[src/rtl/spell_sram_bridge.sv]
// spell_sram_bridge: Wishbone classic-cycle responder for the spell core's
// shared-RAM bus, driving a single-port OpenRAM-style SRAM macro.
// Each accepted request becomes exactly one macro access. Reads return a
// full word after READ_LATENCY cycles. Every cycle is answered with a
// single-cycle ack, unless the master drops cyc, which aborts the cycle.
//
// Optional feature: define SPELL_SRAM_BRIDGE_RANGE_CHECK_EN to reject word
// indices >= DEPTH. With the check enabled, no macro access is made for such
// an index and a read returns 32'hDEAD_BEEF. With the macro undefined, the
// word index wraps modulo DEPTH, so DEPTH must then be a power of two.
`timescale 1ns/1ps

module spell_sram_bridge #(
    parameter int DEPTH        = 256,
    parameter int READ_LATENCY = 1
) (
    input  logic        clock,
    input  logic        reset_n,
    input  logic        wb_cyc_i,
    input  logic        wb_stb_i,
    input  logic        wb_we_i,
    input  logic [3:0]  wb_sel_i,
    input  logic [9:0]  wb_addr_i,
    input  logic [31:0] wb_dat_i,
    output logic        wb_ack_o,
    output logic [31:0] wb_dat_o,
    output logic        sram_csb_o,
    output logic        sram_web_o,
    output logic [3:0]  sram_wmask_o,
    output logic [7:0]  sram_addr_o,
    output logic [31:0] sram_din_o,
    input  logic [31:0] sram_dout_i
);

    typedef enum logic [2:0] {
        ST_IDLE,
        ST_ACCESS,
        ST_RWAIT,
        ST_ACK,
        ST_END
    } state_t;

    state_t      state_reg;
    logic        we_reg;
    logic        abort_reg;
    logic        oor_reg;
    logic [1:0]  lat_cnt_reg;

    logic [7:0]  word_idx;
    logic [7:0]  mapped_addr;
    logic        req_oor;
    logic        macro_sel;
    logic [31:0] read_word;

    // Byte-offset bits are not used; a word is always addressed as a whole.
    logic        unused_addr_lsb;
    assign unused_addr_lsb = ^wb_addr_i[1:0];

    assign word_idx = wb_addr_i[9:2];

`ifdef SPELL_SRAM_BRIDGE_RANGE_CHECK_EN
    // Out-of-range indices are flagged. The macro is never selected for them.
    always_comb begin
        mapped_addr = word_idx;
        req_oor     = ({1'b0, word_idx} >= 9'(DEPTH));
        read_word   = oor_reg ? 32'hDEAD_BEEF : sram_dout_i;
    end
`else
    localparam logic [7:0] ADDR_MASK = 8'(DEPTH - 1);

    // Power-of-two DEPTH: keep only the low index bits, so addresses wrap.
    always_comb begin
        mapped_addr = word_idx & ADDR_MASK;
        req_oor     = 1'b0;
        read_word   = sram_dout_i;
    end
`endif

    // A request selects the macro unless it is an empty-mask write or out of range.
    assign macro_sel = !req_oor && (!wb_we_i || (wb_sel_i != 4'h0));

    // Request sequencing and all registered bus/macro outputs.
    always_ff @(posedge clock or negedge reset_n) begin
        if (!reset_n) begin
            state_reg    <= ST_IDLE;
            we_reg       <= 1'b0;
            abort_reg    <= 1'b0;
            oor_reg      <= 1'b0;
            lat_cnt_reg  <= 2'd0;
            wb_ack_o     <= 1'b0;
            wb_dat_o     <= 32'h0;
            sram_csb_o   <= 1'b1;
            sram_web_o   <= 1'b1;
            sram_wmask_o <= 4'h0;
            sram_addr_o  <= 8'h0;
            sram_din_o   <= 32'h0;
        end else begin
            case (state_reg)
                ST_IDLE: begin
                    if (wb_cyc_i && wb_stb_i) begin
                        we_reg      <= wb_we_i;
                        abort_reg   <= 1'b0;
                        oor_reg     <= req_oor;
                        sram_addr_o <= mapped_addr;
                        sram_din_o  <= wb_dat_i;
                        if (macro_sel) begin
                            sram_csb_o   <= 1'b0;
                            sram_web_o   <= !wb_we_i;
                            sram_wmask_o <= wb_we_i ? wb_sel_i : 4'h0;
                        end
                        state_reg <= ST_ACCESS;
                    end
                end
                ST_ACCESS: begin
                    // The macro is selected for exactly this one cycle, whatever cyc does.
                    sram_csb_o   <= 1'b1;
                    sram_web_o   <= 1'b1;
                    sram_wmask_o <= 4'h0;
                    if (we_reg) begin
                        wb_ack_o  <= wb_cyc_i;
                        state_reg <= ST_ACK;
                    end else begin
                        abort_reg   <= !wb_cyc_i;
                        lat_cnt_reg <= 2'(READ_LATENCY);
                        state_reg   <= ST_RWAIT;
                    end
                end
                ST_RWAIT: begin
                    if (lat_cnt_reg == 2'd1) begin
                        // Data is captured even when the cycle was aborted.
                        wb_dat_o  <= read_word;
                        wb_ack_o  <= !abort_reg && wb_cyc_i;
                        state_reg <= ST_ACK;
                    end else begin
                        lat_cnt_reg <= lat_cnt_reg - 2'd1;
                        abort_reg   <= abort_reg || !wb_cyc_i;
                    end
                end
                ST_ACK: begin
                    wb_ack_o  <= 1'b0;
                    state_reg <= ST_END;
                end
                ST_END: begin
                    // Strobe turnaround: a request still held from the last cycle is ignored.
                    state_reg <= ST_IDLE;
                end
                default: begin
                    state_reg <= ST_IDLE;
                end
            endcase
        end
    end

endmodule

[config.mk]
export PLATFORM = sky130hd
export DESIGN_NAME = spell_sram_bridge
export DESIGN_NICKNAME = d
export VERILOG_FILES = /design/src/rtl/spell_sram_bridge.sv
export SDC_FILE = /design/constraint.sdc
export NUM_CORES = 1
export LEC_CHECK = 0
export ABC_AREA = 1
export CAP_MARGIN = 5
export CORE_MARGIN = 4
export CORE_UTILIZATION = 35
export CTS_BUF_LIST = sky130_fd_sc_hd__clkbuf_8
export DETAILED_ROUTE_END_ITERATION = 7
export PLACE_DENSITY = 0.71
export SLEW_MARGIN = 30
export SYNTH_ARGS = -nofsm -noshare
export SYNTH_HDL_FRONTEND = slang
export SYNTH_SLANG_ARGS = --single-unit
[constraint.sdc]
create_clock -name clock -period 1.2 [get_ports clock]
set_input_delay 0.18 -clock clock [delete_from_list [all_inputs] [get_ports clock]]
set_output_delay 0.18 -clock clock [all_outputs]
set_load 0.01 [all_outputs]
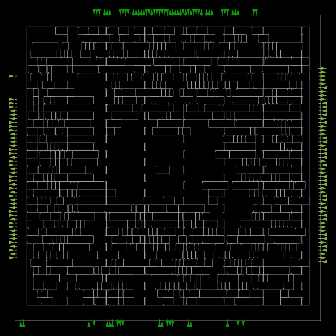
run_1/placement.png
Filler Cells Inserted: 892
Tap Cells: 133
post-layout util: 0.586

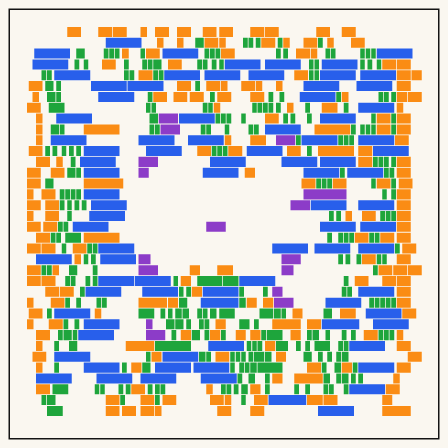
run_1/placement_by_type.png
orange -> other buffers and delay cells  # cells 195, share of their area 33%
blue -> flops  # cells 86, share of their area 39%
green -> combinational and other logic  # cells 300, share of their area 24%
purple -> clock drivers and dummy loads  # cells 16, share of their area 3.7%
Core ar.: 9730 sq um
design area: 5700 sq um

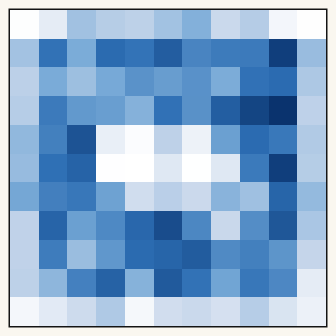
run_1/cell_density.png
11 x 11 tiles, from white (low) to dark blue (high), 0 to 100% covered.
mean over tiles = 48%
fullest tile = 99%
nearly empty tiles = 5.0%
tiles over 75% full = 17%
emptiest ninth of the die = centre
fp_density: 0.356

==> flow_metrics.tcl, run 1 <==
# place-and-route summary
set metrics [dict create \
    flop_cell "dfrtp_1" \
    top_area_frac 0.606 \
    grt.busiest_layer "met2" \
    ys_chip_area_sq_um 3470 \
    setup_slack_ns -0.0943 \
    worstSetupEndpointType "flip-flop" \
    critPathBufInv 2 \
    finalMaxSlewViolations 0 \
    common_cells "nand2_1 (253), dfrtp_1 (84), nand3_1 (12)" \
    clk-power_mw 2.09 \
    hpwl_um 6590 \
    wire_per_inst_um 13.6 \
    design.seq.count 86 \
    syn-num-nets 484 \
    adder_share 0.00361 \
    cpMaxStageDelayCell "dfrtp_2" \
    die_w_um 108 \
    synth_area_leader_cell "dfrtp_1" \
    r2r_end "sram_din_o[6]" \
    tool_warnings 30 \
    fp.dieArea_sq_um 11600 \
    grt_setup_unrepaired "true" \
    path_cells "nor2_4 > nand3_4 > inv_6 > clkbuf_16 > nand2_1 > nand2_1" \
    grt-ovfl-total 0 \
    place_area_sq_um 5340 \
    fp.dieH_um 108 \
    top_logic_kind "simple AND/OR/NAND/NOR gates" \
    post_cts_buffers 7 \
    cts-resized-gates 175 \
    seq_power_share 0.368 \
    crit_cells 6 \
    met1_usage 0.209 \
    drtIter0Drc 140 \
    cts_buffers 9 \
    intPower_mw 8.52 \
    edf_count 0 \
    cpPeakStageDelay_ns 0.45 \
    seq_share 0.378 \
    io_buffers 159 \
    min_path_type "in2reg" \
    reg_top3 "sram_din_o (32), wb_dat_o (32), sram_addr_o (8)" \
    place_congestion 0.807 \
    lay_top_count "nand2_1" \
    num-nonclk-buffers 195 \
    cpMostUsedCell "nand2_1" \
    largest_cell_class "sequential cells" \
    worstHoldStart "wb_dat_i[20]" \
    status "finished with violations" \
    n_antenna_cell 0 \
    comb_share 0.221 \
    ys_cells 400 \
    crit_family "simple AND/OR/NAND/NOR gates" \
    leakage_nw 2.97 \
    powerSeq_mw 5.06 \
    worstRegToRegCells 6 \
    ys_warn_count 0 \
    cts_hold_buf 1 \
    avgSynthCellArea_sq_um 8.66 \
    syn_to_final_growth_pct 64.5 \
    drc 0 \
    route.vias.total 3247 \
    netlist_top_cells_area "dfrtp_1 (61%), nand2_1 (27%), nand3_1 (1.7%)" \
    violations "setup timing" \
    path_class "reg2reg" \
    synth-xor-area-share 0 \
    synthDistinctLibCells 18 \
    ys_seq_share 0.622 \
    combPwrFrac 0.480 \
    power.group.top "combinational logic" \
    crit_path_start "state_reg[2]" \
    fin_nets 676 \
    irDropWorstVdd_uv 995 \
    comb.multi_input.count 285 \
    wl_um 9930 \
    setup_viol 61 \
    p_sw_mw 5.23 \
    synthArstFlopShare 1.00 \
    power.total_mw 13.8 \
    whs_ns 0.365 \
    grt_max_degree 87 \
    grt.total_usage 0.162 \
    ys_sh_mux 0 \
    combGateArea_sq_um 1260 \
    routedLengthMet1_um 4170 \
    top_layer_used "met4" \
    clock_tree.buffer_depth 2 \
    holdPathStages 3 \
    yosysMostFrequentCell "nand2_1" \
    final_cells 730 \
    drive_above_1_share 0.216 \
    hold_viol 0 \
    finalSetupTns_ns -2.97 \
    slew_headroom 0.687 \
    cp.arrival_ns 1.57 \
    crit_required_ns 1.47 \
    grt_pass1_vias 3214 \
    crit_fanout 9 \
    grt_use_met2 0.266 \
    drv_cap 0 \
    h-tree-depth 3 \
    antenna_left 0 \
    place_inst 699 \
    first_pass_iters 4 \
    cts.sinks 86 \
    clkCellAreaFrac 0.0360 \
    timing.rr.start "state_reg[2]" \
]
run_1/layer_met3.png
Scale bar: 20 um.
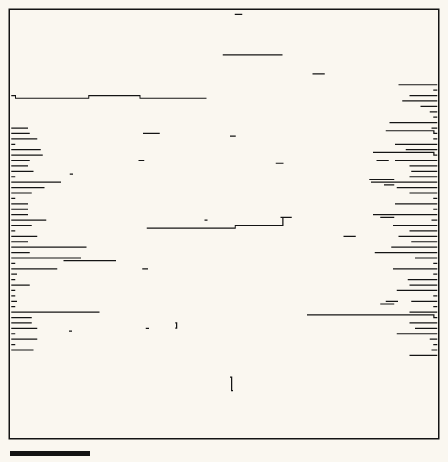

==> inputs of run 2 (changes only) <==
--- a/config.mk
+++ b/config.mk
@@ -7,11 +7,13 @@
 export LEC_CHECK = 0
 export ABC_AREA = 1
 export CAP_MARGIN = 5
-export CORE_MARGIN = 4
-export CORE_UTILIZATION = 35
+export CELL_PAD_IN_SITES_DETAIL_PLACEMENT = 2
+export CELL_PAD_IN_SITES_GLOBAL_PLACEMENT = 2
+export CORE_MARGIN = 2
+export CORE_UTILIZATION = 21
 export CTS_BUF_LIST = sky130_fd_sc_hd__clkbuf_8
 export DETAILED_ROUTE_END_ITERATION = 7
-export PLACE_DENSITY = 0.71
+export PLACE_DENSITY = 0.76
 export SLEW_MARGIN = 30
 export SYNTH_ARGS = -nofsm -noshare
 export SYNTH_HDL_FRONTEND = slang
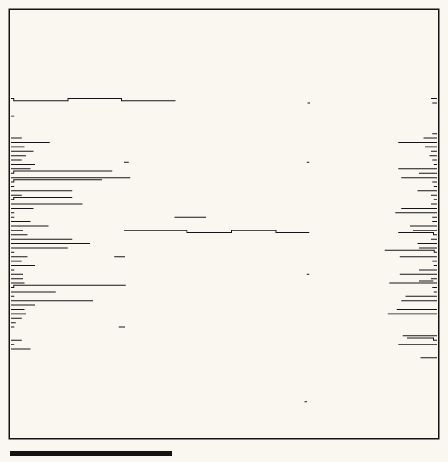
run_2/layer_met3.png
Scale bar: 50 um.
main direction = horizontal
longest straight run = 36.6 um
share of all routed wire = 6.1%
wire length on this layer = 846 um
met3 usage: 0.0464
Routed WL: 13900 um
DR vias: 3575

==> flow_metrics.tcl, run 2 <==
# place-and-route summary
set metrics [dict create \
    cpMaxStageDelayCell "dfrtp_2" \
    final_cells 865 \
    min_path_type "in2async" \
    syn-num-nets 484 \
    grt_use_met2 0.290 \
    timing.rr.start "state_reg[2]" \
    critPathBufInv 2 \
    wire_per_inst_um 16.1 \
    leakage_nw 3.25 \
    worstSetupEndpointType "flip-flop" \
    worstRegToRegCells 6 \
    seq_power_share 0.329 \
    intPower_mw 9.44 \
    antenna_left 0 \
    nFillCells 1805 \
    comb_share 0.216 \
    ys_chip_area_sq_um 3470 \
    top_area_frac 0.606 \
    setup_slack_ns -0.116 \
    comb.multi_input.count 285 \
    grt-ovfl-total 0 \
    drtIter0Drc 89 \
    top_logic_kind "simple AND/OR/NAND/NOR gates" \
    synth_area_leader_cell "dfrtp_1" \
    irDropWorstVdd_uv 751 \
    met1_usage 0.179 \
    final_util 0.382 \
    top_layer_used "met4" \
    synthArstFlopShare 1.00 \
    taps 216 \
    num-nonclk-buffers 247 \
    fp.dieH_um 132 \
    status "finished with violations" \
    yosysMostFrequentCell "nand2_1" \
    die_w_um 132 \
    design.seq.count 86 \
    cts_hold_buf 1 \
    design_area_sq_um 6120 \
    place_inst 791 \
    hold_viol 0 \
    clk-power_mw 2.34 \
    violations "setup timing" \
    crit_family "simple AND/OR/NAND/NOR gates" \
    fp.dieArea_sq_um 17500 \
    r2r_end "sram_din_o[21]" \
    grt_setup_unrepaired "true" \
    place_congestion 0.726 \
    cts_buffers 9 \
    grt_pass1_vias 4133 \
    tool_warnings 30 \
    post_cts_buffers 40 \
    finalSetupTns_ns -5.61 \
    initial_utilization 0.217 \
    power.total_mw 15.5 \
    drc 0 \
    hpwl_um 9330 \
    crit_required_ns 1.51 \
    slew_headroom 0.786 \
    crit_cells 6 \
    crit_fanout 8 \
    flop_cell "dfrtp_1" \
    synth-xor-area-share 0 \
    clkCellAreaFrac 0.0362 \
    largest_cell_class "sequential cells" \
    drive_above_1_share 0.359 \
    ys_sh_mux 0 \
    ys_warn_count 0 \
    cpPeakStageDelay_ns 0.45 \
    place_area_sq_um 5510 \
    io_buffers 159 \
    cp.arrival_ns 1.62 \
    common_cells "nand2_1 (253), dfrtp_1 (84), nand3_1 (12)" \
    routedLengthMet1_um 5520 \
    crit_path_start "state_reg[2]" \
    setup_viol 85 \
    drv_cap 0 \
]
